[config.mk]
export PLATFORM = sky130hd
export DESIGN_NAME = instruction_cache_flat
export DESIGN_NICKNAME = d
export VERILOG_FILES = /design/src/rtl/instruction_cache_if.sv /design/src/rtl/instruction_cache.sv /design/src/flat_wrapper.sv
export SDC_FILE = /design/constraint.sdc
export NUM_CORES = 1
export LEC_CHECK = 0
export CORE_MARGIN = 8
export CORE_UTILIZATION = 65
export CTS_CLUSTER_DIAMETER = 40
export CTS_CLUSTER_SIZE = 40
export DETAILED_ROUTE_END_ITERATION = 16
export PLACE_DENSITY_LB_ADDON = 0.15
export SYNTH_ARGS = -nofsm -noshare
export SYNTH_HDL_FRONTEND = slang
export SYNTH_SLANG_ARGS = --single-unit
[constraint.sdc]
create_clock -name CLOCK -period 24.5 [get_ports CLOCK]
set_clock_uncertainty 0.2 [all_clocks]
set_input_delay 2.45 -clock CLOCK [delete_from_list [all_inputs] [get_ports CLOCK]]
set_output_delay 2.45 -clock CLOCK [all_outputs]
set_load 0.02 [all_outputs]
[src/rtl/instruction_cache_if.sv]
// Fetch-side and memory-side signals of the instruction cache.
// The cache attaches through the slave modport. The CPU and the memory model
// drive the other side through the master modport.
interface instruction_cache_if;
  logic         CPU_READ;
  logic [31:0]  PC;
  logic [31:0]  INSTRUCTION;
  logic         BUSYWAIT;
  logic         MEM_READ;
  logic [27:0]  MEM_BLOCK_ADDRESS;
  logic [127:0] MEM_READ_INST;
  logic         MEM_BUSYWAIT;

  modport slave (
    input  CPU_READ,
    input  PC,
    input  MEM_READ_INST,
    input  MEM_BUSYWAIT,
    output INSTRUCTION,
    output BUSYWAIT,
    output MEM_READ,
    output MEM_BLOCK_ADDRESS
  );

  modport master (
    output CPU_READ,
    output PC,
    output MEM_READ_INST,
    output MEM_BUSYWAIT,
    input  INSTRUCTION,
    input  BUSYWAIT,
    input  MEM_READ,
    input  MEM_BLOCK_ADDRESS
  );
endinterface

[src/rtl/instruction_cache.sv]
// Direct-mapped, read-only instruction cache with 128-bit (4-word) lines.
// A hit returns the word in the same cycle. A miss stalls the CPU and
// refills the line from block memory over a READ/BUSYWAIT handshake.
module instruction_cache #(
  parameter int INDEX_BITS = 3
) (
  input  logic              CLOCK,
  input  logic              RESET,
  instruction_cache_if.slave bus
);

  localparam int LINES    = 1 << INDEX_BITS;
  localparam int TAG_BITS = 28 - INDEX_BITS;

  typedef enum logic [1:0] {
    ST_IDLE     = 2'd0,
    ST_MEM_READ = 2'd1,
    ST_UPDATE   = 2'd2
  } state_t;

  state_t                state_r;
  logic [LINES-1:0]      valid_r;
  logic [TAG_BITS-1:0]   tag_r  [LINES];
  logic [127:0]          data_r [LINES];
  logic                  mem_read_r;
  logic [27:0]           block_addr_r;

  logic [1:0]            offset_s;
  logic [INDEX_BITS-1:0] index_s;
  logic [TAG_BITS-1:0]   tag_s;
  logic [INDEX_BITS-1:0] fill_index_s;
  logic [TAG_BITS-1:0]   fill_tag_s;
  logic [127:0]          line_s;
  logic                  hit_s;
  logic                  busywait_s;
  logic [31:0]           instruction_s;
  logic                  unused_pc_s;

  // The byte offset within a word is irrelevant for word-aligned fetches.
  assign unused_pc_s  = ^bus.PC[1:0];

  assign offset_s     = bus.PC[3:2];
  assign index_s      = bus.PC[3+INDEX_BITS:4];
  assign tag_s        = bus.PC[31:4+INDEX_BITS];

  // The refill uses the block address latched at the miss. A PC that moves
  // during the stall cannot redirect the write.
  assign fill_index_s = block_addr_r[INDEX_BITS-1:0];
  assign fill_tag_s   = block_addr_r[27:INDEX_BITS];

  // Lookup: hit detection, word select and CPU stall.
  always_comb begin
    line_s        = data_r[index_s];
    hit_s         = bus.CPU_READ & valid_r[index_s] & (tag_r[index_s] == tag_s);
    instruction_s = line_s[31:0];
    case (offset_s)
      2'd0:    instruction_s = line_s[31:0];
      2'd1:    instruction_s = line_s[63:32];
      2'd2:    instruction_s = line_s[95:64];
      2'd3:    instruction_s = line_s[127:96];
      default: instruction_s = line_s[31:0];
    endcase
    if (RESET) begin
      busywait_s = 1'b0;
    end else if (state_r == ST_IDLE) begin
      busywait_s = bus.CPU_READ & ~hit_s;
    end else begin
      busywait_s = 1'b1;
    end
  end

  // Refill FSM, including the memory request, the latched block address and the line write.
  always_ff @(posedge CLOCK) begin
    if (RESET) begin
      state_r      <= ST_IDLE;
      valid_r      <= '0;
      mem_read_r   <= 1'b0;
      block_addr_r <= bus.PC[31:4];
    end else begin
      case (state_r)
        ST_IDLE: begin
          block_addr_r <= bus.PC[31:4];
          if (bus.CPU_READ & ~hit_s) begin
            state_r    <= ST_MEM_READ;
            mem_read_r <= 1'b1;
          end else begin
            state_r    <= ST_IDLE;
            mem_read_r <= 1'b0;
          end
        end
        ST_MEM_READ: begin
          // Entry into this state already used one edge. The earliest exit
          // is therefore one full cycle later.
          if (!bus.MEM_BUSYWAIT) begin
            state_r    <= ST_UPDATE;
            mem_read_r <= 1'b0;
          end else begin
            state_r    <= ST_MEM_READ;
            mem_read_r <= 1'b1;
          end
        end
        ST_UPDATE: begin
          data_r[fill_index_s]  <= bus.MEM_READ_INST;
          tag_r[fill_index_s]   <= fill_tag_s;
          valid_r[fill_index_s] <= 1'b1;
          state_r               <= ST_IDLE;
          mem_read_r            <= 1'b0;
        end
        default: begin
          state_r    <= ST_IDLE;
          mem_read_r <= 1'b0;
        end
      endcase
    end
  end

  assign bus.INSTRUCTION       = instruction_s;
  assign bus.BUSYWAIT          = busywait_s;
  assign bus.MEM_READ          = mem_read_r;
  assign bus.MEM_BLOCK_ADDRESS = block_addr_r;

endmodule
[src/flat_wrapper.sv]
// flat-port wrapper written by rule: the top's interface ports become plain ports
module instruction_cache_flat 
#(
  parameter int INDEX_BITS = 3
)
  (CLOCK, RESET, bus_CPU_READ, bus_PC, bus_MEM_READ_INST, bus_MEM_BUSYWAIT, bus_INSTRUCTION, bus_BUSYWAIT, bus_MEM_READ, bus_MEM_BLOCK_ADDRESS);
  instruction_cache_if bus_i ();
  input  logic CLOCK;
  input  logic RESET;
  input wire logic [$bits(bus_i.CPU_READ)-1:0] bus_CPU_READ;
  input wire logic [$bits(bus_i.PC)-1:0] bus_PC;
  input wire logic [$bits(bus_i.MEM_READ_INST)-1:0] bus_MEM_READ_INST;
  input wire logic [$bits(bus_i.MEM_BUSYWAIT)-1:0] bus_MEM_BUSYWAIT;
  output wire logic [$bits(bus_i.INSTRUCTION)-1:0] bus_INSTRUCTION;
  output wire logic [$bits(bus_i.BUSYWAIT)-1:0] bus_BUSYWAIT;
  output wire logic [$bits(bus_i.MEM_READ)-1:0] bus_MEM_READ;
  output wire logic [$bits(bus_i.MEM_BLOCK_ADDRESS)-1:0] bus_MEM_BLOCK_ADDRESS;
  assign bus_i.CPU_READ = bus_CPU_READ;
  assign bus_i.PC = bus_PC;
  assign bus_i.MEM_READ_INST = bus_MEM_READ_INST;
  assign bus_i.MEM_BUSYWAIT = bus_MEM_BUSYWAIT;
  assign bus_INSTRUCTION = bus_i.INSTRUCTION;
  assign bus_BUSYWAIT = bus_i.BUSYWAIT;
  assign bus_MEM_READ = bus_i.MEM_READ;
  assign bus_MEM_BLOCK_ADDRESS = bus_i.MEM_BLOCK_ADDRESS;
  instruction_cache #(.INDEX_BITS(INDEX_BITS)) u_core (.CLOCK(CLOCK), .RESET(RESET), .bus(bus_i));
endmodule
Supply network:
Drawn at 1.5 px/µm. Pins as bars on the die edge.
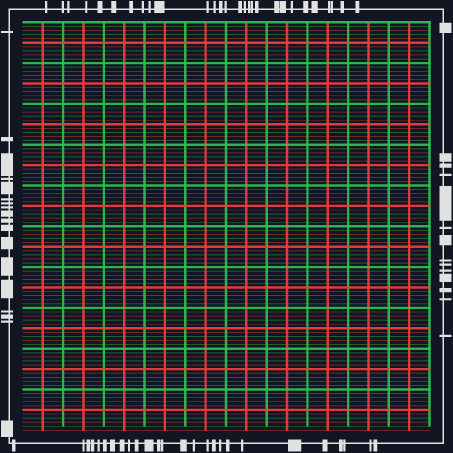
- red: VSS
- green: VDD
- met4 straps: 20
- met5 straps: 20
- rows: 100
- signal pins: 226
Core Footprint: 73900 µm²
floorplan die height: 288 µm
maximum VDD drop: 0.0924 mV
Horiz. Die Dim: 288 µm

Cell density map:
Drawn at 1 px/µm. The die is cut into 29 by 29 equal tiles; white is low, dark blue is high, 0 to 100% covered.
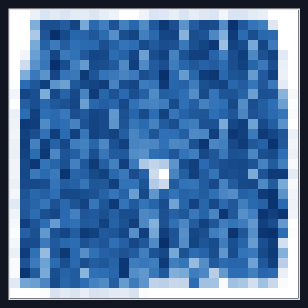
- mean over tiles: 66%
- nearly empty tiles: 6.9%
- tiles over 75% full: 55%
- fullest tile: 100%

Clock distribution:
Drawn at 2 px/µm.
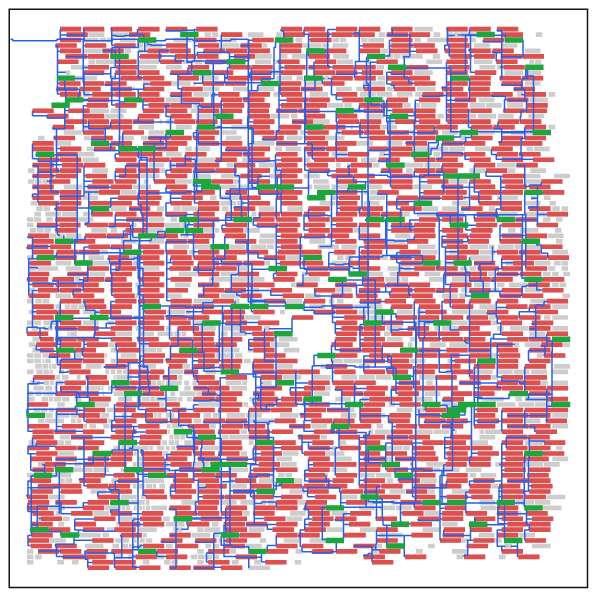
- green: clock drivers (count 141)
- red: flip-flops (count 1262)
- blue: clock wires (length 13200 µm)
- routed clock nets: 142
clock network power: 2.19 mW
clock latency on the worst-skew pair: 710 ps
clock network fraction of design power: 45.5%

==> reports/qor.tcl <==
set qor(number_of_post_cts_setup_repair_buffers) 0
set qor(p_int_mw) 3.82
set qor(final_max_slew_viol_count) 0
set qor(count_of_fill_cells_added_during_filler_insertion) 3711
set qor(floorplan.die_area_um2) 83200
set qor(place_ws_ps) 14400
set qor(critical_path_most_common_cell) {sky130_fd_sc_hd__buf_4}
set qor(switching_share_pct) 20.7
set qor(worst_slew_margin_relative_to_its_limit_pct) 19.6
set qor(wire_length_of_the_first_global_routing_pass_um) 149000
set qor(min_period_ps) 10020
set qor(routed_wire_length_per_instance_um) 31.0
set qor(synth.most_common_cell) {sky130_fd_sc_hd__edfxtp_1}
set qor(numPortBuffers) 223
set qor(fp-utilization_pct) 65.2
set qor(max-clock-path-buffers) 3
set qor(sh_seq_area_pct) 67.0
set qor(hold_slack_ps) 256
set qor(final_area_um2) 56400
set qor(max_clock_freq_mhz) 99.8
set qor(synthTopCellsByArea) {sky130_fd_sc_hd__edfxtp_1 (78%), sky130_fd_sc_hd__mux4_2 (13%), sky130_fd_sc_hd__mux4_1 (4.6%)}
set qor(routed_via_density) 6.57
set qor(placedCellCount) 3020
set qor(cts_htree_levels) 4
set qor(detail_route.iter0.violations) 1993
set qor(layout_top_cell) {sky130_fd_sc_hd__edfxtp_1}
set qor(syn_to_final_growth_pct) 17.0
set qor(top_area_cell) {sky130_fd_sc_hd__edfxtp_1}
set qor(cts_root_buffer) {sky130_fd_sc_hd__clkbuf_16}
set qor(capturing_element_type_of_the_critical_path) {output pin}
set qor(clock_tree_area_fraction_pct) 8.77
set qor(flops) 1262
set qor(timing.critical_path.slowest_cell_delay_ps) 920
set qor(clk_pin_slew_worst_paths_ps) 60
set qor(largest_class) {sequential cells}
set qor(post_synth_inst_count) 1889
set qor(seq_area_frac_synth_pct) 78.4
set qor(seq-power_mw) 2.40
set qor(drc) 0
set qor(count_of_cells_resized_by_post_cts_repair) 0
set qor(synthesized_area_per_cell_um2) 25.5
set qor(p_leak_nw) 18.1
set qor(simple_gate_area_share_pct) 0.698
set qor(aoi_share_pct) 0.467
set qor(logic_area_um2) 9930
set qor(power-per-cell-area_nw_per_um2) 85.3
set qor(drt.antenna.violating_nets) 0
set qor(final-hold-violation-count) 0
set qor(yosys_cells) 1889
set qor(count_of_clock_buffers_in_the_final_design) 150
set qor(cts_sinks) 1262
set qor(pg_comb_mw) 0.231
set qor(yosys.area.top_type_share_pct) 78.0
set qor(power_switching_mw) 0.995
set qor(max_flop_register) {u_core.data_r}
set qor(first_global_vias) 23000
set qor(synth.distinct_cells) 45
set qor(well_tap_count) 969
set qor(grt_antenna_before_repair) 11
set qor(max_slew.worst_pin.slew_ps) 1210
set qor(synthFlopType) {sky130_fd_sc_hd__edfxtp_1}
set qor(flip_flop_count_of_the_largest_register_after_layout) 1024
set qor(row_count) 100
set qor(cp_num_buf_inv) 4
set qor(ys_sh_adder_pct) 0
set qor(tns_setup_ps) 0
set qor(cp.arrival_ps) 7370
set qor(seq_power_share_pct) 49.8
set qor(log.warning_count) 41
set qor(n_all_buffers) 256
set qor(top_level_ports) 226
set qor(yosys_warnings) 0
set qor(cts_tree) {yes}
set qor(comb_share_pct) 17.6
set qor(power.largest_group) {registers}
set qor(worst-setup-path-type) {in2out}
set qor(critPathSlowestCell) {sky130_fd_sc_hd__buf_4}
set qor(synthesis.nets) 2053
set qor(status) {completed}
set qor(path_max_fanout) 88
set qor(routed_wirelength_um) 102000
set qor(report.final.setup_viol) 0
set qor(detailedPlacementHpwl_um) 52700
set qor(xor_share_pct) 0.327
set qor(tritoncts_buffers) 141
set qor(critPathRequiredTime_ps) 21850
set qor(synth.top_cells.by_count) {sky130_fd_sc_hd__edfxtp_1 (1252), sky130_fd_sc_hd__mux4_2 (280), sky130_fd_sc_hd__mux4_1 (84)}
set qor(drt_first_pass_iters) 6
set qor(holdCritPathClass) {reg2reg}
set qor(rsz_0062_raised_after_global_routing) {false}
set qor(post_layout_nets) 2358
set qor(register_area_um2) 37800
set qor(layout_utilization_pct) 76.3
set qor(yosys_register_bits) 1262
set qor(maxCapViolations) 0
set qor(non_clock_buffer_area_share_pct) 4.47
set qor(total_power_mw) 4.81
set qor(placer_congestion_estimate) 0.740
set qor(critical-path-top-delay-family) {buffers and inverters}
set qor(global_route.usage.total_pct) 24.8
set qor(nonClockInverterCount) 1
set qor(top_layout_cells) {sky130_fd_sc_hd__edfxtp_1 (1252), sky130_fd_sc_hd__mux4_2 (280), sky130_fd_sc_hd__clkdlybuf4s50_1 (218), sky130_fd_sc_hd__clkbuf_16 (146), sky130_fd_sc_hd__mux4_1 (84)}
set qor(grt_remaining_overflow) 0
set qor(worst_slack_ps) 14480
set qor(cts_hold_buf) 0
set qor(muxShareOfSynthArea_pct) 19.0
set qor(combPwrFrac_pct) 4.8
set qor(start_kind) {input pin}
set qor(post_synth_arst_share_pct) 0
set qor(post_synth_main_logic_family) {multiplexers}
set qor(synth_area_um2) 48200
set qor(num_vias) 21600
set qor(drive_above_1_share_pct) 26.4
set qor(post_layout_nonfiller_instances) 3284
set qor(period_used_pct) 40.9
set qor(number_of_diodes_added_for_antenna_fixing) 6
set qor(detailed_place.area_um2) 51500
set qor(comb.multi_input.count) 532
set qor(critical_path.cell_chain) {buf_8 > buf_4 > buf_4 > mux4_2 > mux2i_1 > xor2_1 > nand4_1 > nor4b_2 > o21ai_1 > clkdlybuf4s50_1}
set qor(yosys_area_um2) 48200
set qor(edf_count) 1252
set qor(maximum_number_of_pins_on_one_net_before_global_route_repair) 145
The metal 4 layer:
Drawn at 1 px/µm.
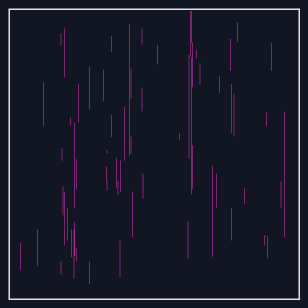
- nets with wire on the layer: 40
- wire length on this layer: 2260 µm

Congestion heat map:
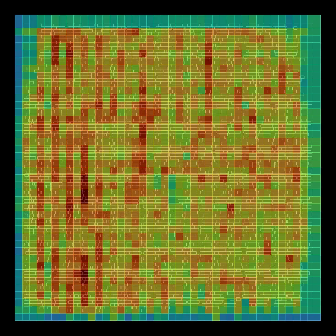
global route hottest layer: met2
met1 GRT Util: 33.0%

metal layers:
layer	part of all wire [%]	GRT usage [%]	routed length, µm	vias up
met5	0.043	0	44	-
li1	-	-	-	8967
met1	38	33.0	39100	11600
met4	2.2	7.42	2260	6
met3	7.1	5.19	7230	159
met2	52	41.9	53200	871
path summary, 6_finish.rpt:
| path | startpoint | to | slack (ps) | cells after the start |
|---|---|---|---|---|
| hold reg to reg | u_core.valid_r[6] | u_core.valid_r[6] | 260 | 1 |
| setup reg to reg | u_core.state_r[0] | u_core.data_r[1][25] | 20030 | 6 |
| setup / recovery | bus_PC[4] | bus_BUSYWAIT | 14480 | 10 |
| hold / removal | u_core.valid_r[6] | u_core.valid_r[6] | 260 | 1 |
No activity file was given, so power comes from the tool's default toggle rates.
